==> config.mk <==
export PLATFORM = sky130hd
export DESIGN_NAME = fwd_hazard_unit
export DESIGN_NICKNAME = d
export VERILOG_FILES = /design/src/rtl/fwd_hazard_unit.sv
export SDC_FILE = /design/constraint.sdc
export NUM_CORES = 1
export LEC_CHECK = 0
export CAP_MARGIN = 10
export CORE_UTILIZATION = 43
export CTS_CLUSTER_SIZE = 28
export DETAILED_ROUTE_END_ITERATION = 8
export GPL_TIMING_DRIVEN = 0
export PLACE_DENSITY_LB_ADDON = 0.15
export SYNTH_ARGS = -nofsm -noshare
export SYNTH_HDL_FRONTEND = slang
export SYNTH_SLANG_ARGS = --single-unit
==> constraint.sdc <==
create_clock -name i_clk -period 2.71 [get_ports i_clk]
set_input_delay 0.271 -clock i_clk [delete_from_list [all_inputs] [get_ports i_clk]]
set_output_delay 0.271 -clock i_clk [all_outputs]
set_load 0.02 [all_outputs]
final_clocks.png
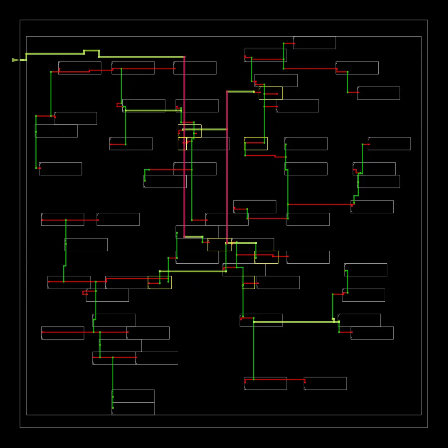
clk_buf instances: 6
Clk power: 477 uW
flip-flops: 54

cell_classes.png
Drawn at 3 px/um.
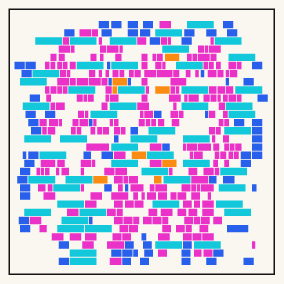
colour	class	cells	share of their area
cyan	flip-flops	54	35%
blue	other buffers and delay cells	79	18%
orange	clock drivers and dummy loads	8	2.4%
magenta	all other logic	246	45%
Std-Cell Rows: 30
flop share of the area: 0.335

density.png
Drawn at 4 px/um. 9 x 9 tiles, from black (low) to pale yellow (high), 0 to 100% covered.
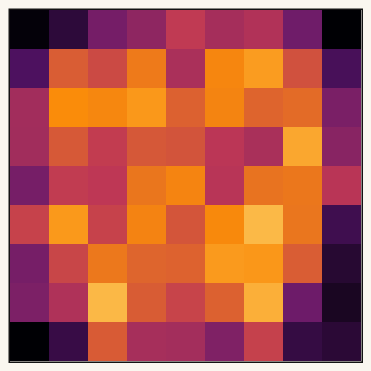
mean over tiles	51%
tiles over 75% full	11%
nearly empty tiles	3.7%
fullest tile	85%
Final Util: 0.580
Initial Utilization: 0.456
core area: 6940 um2

==> results.json <==
{
  "pin_count": 62,
  "lay_top_count": "dfrtp_1",
  "total_power_mw": 1.61,
  "hold_viol_final": 0,
  "power_density_nw_per_um2": 399,
  "fin_skew_ps": 8.96,
  "ys_sh_aoi": 0.104,
  "critical_path_class": "input port to output pin",
  "dieArea_um2": 7720,
  "fin_tns_setup_ps": 0,
  "use_met3": 0.0339,
  "postSynthAreaPerCell_um2": 10.1,
  "routed_via_density": 5.54,
  "yosys_area_um2": 3170,
  "final.fill_count": 615,
  "cts_sinks": 54,
  "place_inst": 472,
  "grt_antenna_before_repair": 0,
  "instances_no_fill": 483,
  "die_w_um": 87.9,
  "ff_type": "dfrtp_1",
  "hpwlAfterDp_mm": 5.71,
  "netlist.area_leader.share": 0.426,
  "vias": 2674,
  "tritoncts": "yes",
  "dr.first_iter.drc_count": 196,
  "xor_share": 0.0857,
  "fa_ha_area_frac": 0.00395,
  "mux_area_frac": 0.116,
  "nNetsFinal": 412,
  "wl_met3_um": 424,
  "use_met1": 0.337,
  "busiest_layer": "met1",
  "fin_ws_ps": 106,
  "period_used_share": 0.961,
  "clock_latency_ps": 310,
  "lay_top_cells": "dfrtp_1, clkdlybuf4s50_1, mux2_2, xnor2_1, nor2_1",
  "slowest_delay_ps": 560,
  "status": "complete, no violations",
  "top_cells_by_count": "dfrtp_1, mux2_2, xnor2_1",
  "place_ws_ps": -807,
  "grt_max_degree": 37,
  "maxCapViolations": 0,
  "hold_class": "input port to async pin",
  "diodes": 0,
  "drive_above_1_share": 0.168,
  "worst-path-max-fanout": 7,
  "drt-met1-wl_mm": 3.83,
  "largest_reg_flops": 32,
  "synth-simple-area-share": 0.235,
  "wl_met2_mm": 3.44,
  "area_growth_syn_to_layout_pct": 27.2,
  "dr.pass1.iters": 4,
  "ys_warn_count": 0,
  "dpl-instance-area_um2": 3910,
  "setup_viol": 0,
  "cts_made_buffers": 5,
  "reg2reg_slack_ps": 340,
  "cts.htree.levels": 2,
  "ys_seq_frac": 0.426,
  "worstPathBufferInverterCount": 2,
  "clk_pin_slew_ps": 100,
  "syn-cell-area_um2": 3170,
  "p_leak_nw": 1.55,
  "synthArstFlopShare": 1.00,
  "numPortBuffers": 60,
  "area_leaders": "dfrtp_1, mux2_2, xnor2_1, a21oi_1, nand4_1",
  "fmax_ghz": 0.384,
  "synth_flops": 54,
  "postRouteAntennaNets": 0,
  "grt_pass1_vias": 2546,
  "cts_buffer_depth": 2,
  "die.size.y_um": 87.9,
  "synth-edff-count": 0,
  "worst_slew_pin_slew_ps": 623,
  "crit_cells": 8,
  "wl_mm": 7.78,
  "synthesis.nets": 341,
  "synth.largest_area_cell": "dfrtp_1",
  "cpMostUsedCell": "o21ba_2",
  "ir_drop_mv": 0.239,
  "cts_hold_buf": 0,
  "slew_viol_final": 0,
  "routedWlPerCell_um": 16.1,
  "fin_area_um2": 4030,
  "warnings": 26,
  "startpoint_type": "input port",
  "cp-end-kind": "output pin",
  "rsz0062_at_grt": "false",
  "cpMaxStageDelayCell": "or4_4",
  "finalCriticalPeriod_ps": 2600,
  "reg2reg_depth": 8,
  "cp_top_family": "simple AND/OR/NAND/NOR gates",
  "grt-ovfl-total": 0,
  "drc": 0,
  "netlist_instances": 315,
  "relSlewSlack": 0.583,
  "dr.max_layer_used": "met4",
  "cts-root-buf": "clkbuf_8",
  "gp_congestion": 0.840,
  "gr-usage-all-layers": 0.218,
  "synth.logic.top_family": "simple AND/OR/NAND/NOR gates",
  "ys_cells": 315,
  "top_cell": "dfrtp_1",
  "synth_cell_types": 45,
  "grt_pass1_wl_mm": 12.8,
  "use_met2": 0.314,
  "cp.arrival_ps": 2330,
  "hold_slack_ps": 272,
  "path_cells": "dlygate4sd2_1 > or4_4 > o21ai_4 > nor3_4 > o21ba_2 > nand2b_4 > o21ba_2 > clkdlybuf4s15_2",
  "crit_required_ps": 2440
}
[timing repair]
item / CTS / global route
pin swaps: 1 / 3
gates resized: 27 / 2
cloned: 0 / 0
setup endpoints to repair: 5 / 5
setup buffers: 1 / 2
[area by class of cell]
type | count | area (um2) | area share
inverter | 4 | 15.0 | 0.00373
buffer | 15 | 76.3 | 0.0189
sequential | 54 | 1350 | 0.335
timing repair buffer | 64 | 619 | 0.154
clock buffer | 6 | 82.6 | 0.0205
multi-input combinational | 242 | 1750 | 0.435
tap | 96 | 120 | 0.0298
clock inverter | 2 | 12.5 | 0.00310
[report_power, final]
group	total, mW	switching [mW]	internal [mW]
clock	0.477	0.271	0.206
sequential	0.904	0.0570	0.847
combinational	0.228	0.105	0.123
Power is estimated from default activity; no workload was simulated.
